### src/rtl/uart_fifo.sv
// First-word-fall-through byte FIFO between the host bus and the UART controller.
// The occupancy counter is kept separately from the pointers, and every status flag is decoded from it.
module uart_fifo #(
  parameter int DATA_W        = 8,
  parameter int DEPTH         = 16,
  parameter int AFULL_THRESH  = 12,
  parameter int AEMPTY_THRESH = 2
) (
  input  logic                       clk_i,
  input  logic                       rst_ni,
  input  logic                       clear_i,
  input  logic                       push_i,
  input  logic [DATA_W-1:0]          push_data_i,
  input  logic                       pop_i,
  output logic [DATA_W-1:0]          pop_data_o,
  output logic                       full_o,
  output logic                       empty_o,
  output logic                       almost_full_o,
  output logic                       almost_empty_o,
  output logic [$clog2(DEPTH):0]     level_o,
  output logic                       overflow_o,
  output logic                       underflow_o
);

  localparam int AW = $clog2(DEPTH);
  localparam int LW = AW + 1;

  logic [DATA_W-1:0] mem [DEPTH];
  logic [AW-1:0]     wr_ptr;
  logic [AW-1:0]     rd_ptr;
  logic [LW-1:0]     level;
  logic              overflow;
  logic              underflow;
  logic              push_ok;
  logic              pop_ok;

  assign full_o         = (level == LW'(DEPTH));
  assign empty_o        = (level == '0);
  assign almost_full_o  = (level >= LW'(AFULL_THRESH));
  assign almost_empty_o = (level <= LW'(AEMPTY_THRESH));
  assign level_o        = level;
  assign overflow_o     = overflow;
  assign underflow_o    = underflow;
  assign pop_data_o     = mem[rd_ptr];

  // A full FIFO can still take a push when a pop frees the head entry in the same cycle.
  assign pop_ok  = pop_i & ~empty_o;
  assign push_ok = push_i & (~full_o | pop_i);

  // NOTE: the array is reset so that pop_data_o reads 0 after reset; a flush leaves it untouched.
  always_ff @(posedge clk_i or negedge rst_ni) begin
    if (!rst_ni) begin
      for (int i = 0; i < DEPTH; i++) mem[i] <= '0;
    end else if (push_ok && !clear_i) begin
      mem[wr_ptr] <= push_data_i;
    end
  end

  // NOTE: all state registers use non-blocking assignments so every read sees pre-edge values.
  always_ff @(posedge clk_i or negedge rst_ni) begin
    if (!rst_ni) begin
      wr_ptr    <= '0;
      rd_ptr    <= '0;
      level     <= '0;
      overflow  <= 1'b0;
      underflow <= 1'b0;
    end else if (clear_i) begin
      wr_ptr    <= '0;
      rd_ptr    <= '0;
      level     <= '0;
      overflow  <= 1'b0;
      underflow <= 1'b0;
    end else begin
      if (push_ok) wr_ptr <= wr_ptr + AW'(1);
      if (pop_ok)  rd_ptr <= rd_ptr + AW'(1);
      case ({push_ok, pop_ok})
        2'b10:   level <= level + LW'(1);
        2'b01:   level <= level - LW'(1);
        default: level <= level;
      endcase
      if (push_i && full_o && !pop_i) overflow  <= 1'b1;
      if (pop_i && empty_o)           underflow <= 1'b1;
    end
  end

endmodule

### config.mk
export PLATFORM = sky130hd
export DESIGN_NAME = uart_fifo
export DESIGN_NICKNAME = d
export VERILOG_FILES = /design/src/rtl/uart_fifo.sv
export SDC_FILE = /design/constraint.sdc
export NUM_CORES = 1
export LEC_CHECK = 0
export CAP_MARGIN = 20
export CORE_UTILIZATION = 40
export DETAILED_ROUTE_END_ITERATION = 8
export HOLD_SLACK_MARGIN = 0.03
export PLACE_DENSITY = 0.69
export SLEW_MARGIN = 20
export SYNTH_ARGS = -nofsm -noshare
export SYNTH_HDL_FRONTEND = slang
export SYNTH_SLANG_ARGS = --single-unit
### constraint.sdc
create_clock -name clk_i -period 3.8 [get_ports clk_i]
set_clock_uncertainty 0.1 [all_clocks]
set_input_delay 0.57 -clock clk_i [delete_from_list [all_inputs] [get_ports clk_i]]
set_output_delay 0.57 -clock clk_i [all_outputs]
set_load 0.02 [all_outputs]
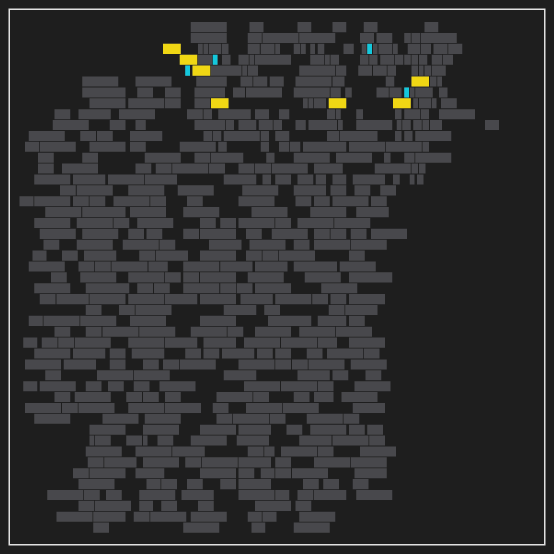
gate_families.png
(4 px per um)
- inverters: cyan (cells 4; most used inv_1; where north)
- adder and majority cells: yellow (cells 7; most used ha_1)
highest-count logic cell in the final layout: dfrtp_1
fraction of area in multi-input gates: 38.8%
Finished Layout Cells: 721

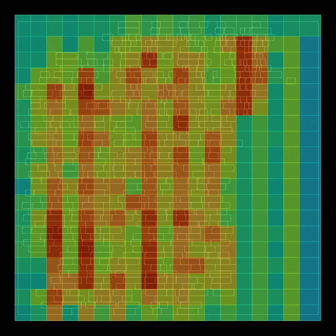
final_congestion.png
Top Usage Layer GRT: met2
M2 GR Usage: 28.3%

==> impl_metrics.yaml <==
# synthesis and place-and-route metrics
worst_setup_path:
  ff2ff_path_depth: 7
  cp_num_buf_inv: 2
  crit_end: "pop_data_o[2]"
  slowest_stage: "clkdlybuf4s50_1"
  path_class: "reg -> out"
  crit_path_start_kind: "register"
  timing.rr.start: "level_o[1]"
  cpLargestDelayFamily: "multiplexers"
  crit_required_ns: 3.13
  r2r_end: "level_o[3]"
  cp.depth: 4
drt:
  highest_layer: "met4"
synthesis:
  synth_seq_share_pct: 51.7
  yosys_most_used_dff: "dfrtp_1"
  numSynthFlops: 143
  top_area_cell: "dfrtp_1"
  synth.top_cell.area_share_pct: 51.7
  netlist-cell-type-count: 42
  synth_area_per_cell_sq_um: 15.1
  synthTopCellsByCount: "dfrtp_1 (143), mux2_2 (124), mux4_2 (40)"
clock_network:
  clk_pin_slew_ns: 0.06
  clockBufferDepth: 2
  cts_tree: "done"
  clockRootBuffer: "clkbuf_16"
status:
  outcome: "complete, no violations"
placement:
  pre_cts_slack_ns: 0.644
  gp_congestion: 0.808
  portBuffers: 31
  place_area_sq_um: 7490
floorplan:
  die_y_um: 133
  core-area_sq_um: 16800
  initCoreUtil_pct: 41.3
  die_x_um: 133
cells_and_area:
  comb_area_sq_um: 3180
  multi_input_comb_cells: 280
  final_util_pct: 48.9
  diodes: 0
  seq_cells: 143
power_and_ir_drop:
  power.internal_mw: 3.79
  pwr-share-seq_pct: 35.9
  power_density_nw_per_um2: 644
timing:
  worst_pin_slew_ns: 0.847
  hold_ws_ns: 0.139
  setup_slack_ns: 0.330
  final_hold_viol_count: 0
  slew_headroom_pct: 43.5
  setup_viol: 0
grt:
  grt_pass1_wl_um: 23300
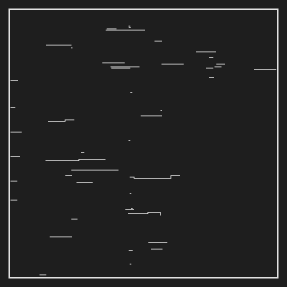
met3.png
(2 px per um)
- wire length on this layer: 317 um
- nets with wire on the layer: 29
Routed WL: 14000 um
M3 GR Usage: 2.89%
via count: 3962

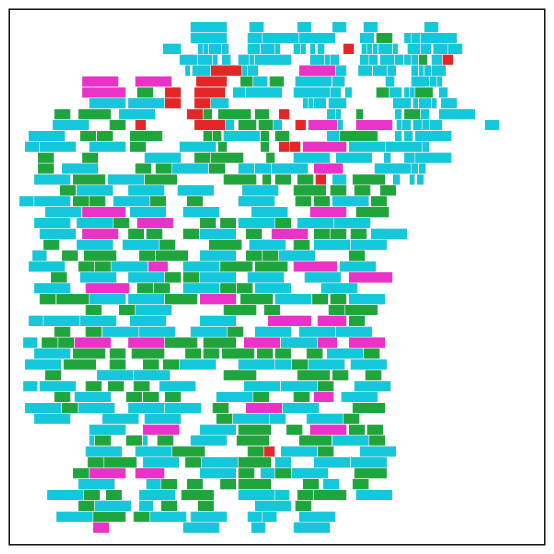
drive_strength.png
(4 px per um)
- drive 6 and up: magenta (cells 32; share 6.4%; most used clkbuf_16)
- drive 3 to 4: red (cells 17; share 3.4%; most used buf_4)
- drive 1 or less: cyan (cells 269; share 54%; most used dfrtp_1)
- drive 2: green (cells 183; share 37%; most used mux2_2)
Non-clk bufs: 42
design area: 8200 sq um
Layout area overhead: 18.6%

power groups by stage:
stage	clock network, mW	registers, mW	logic, mW
global placement	0	1.90	1.38
finish	1.97	1.89	1.41
global route	2.07	1.93	1.51
floorplan	0	1.86	0.968
CTS	2.00	1.89	1.43
detailed placement	0	1.92	1.42
flip-flops by register name, summed over array words and instances, names as in the netlist:
signal,count
mem,128
rd_ptr,4
level_o,5
wr_ptr,4
underflow_o,1
overflow_o,1
metrics by stage:
step / total power, mW / std cells
final: 5.28 / 721
after global placement: 3.28 / 689
after floorplan: 2.83 / 457
after CTS: 5.32 / 721
after detailed placement: 3.34 / 689
after global routing: 5.50 / 721
Power and IR drop assume default switching activity.
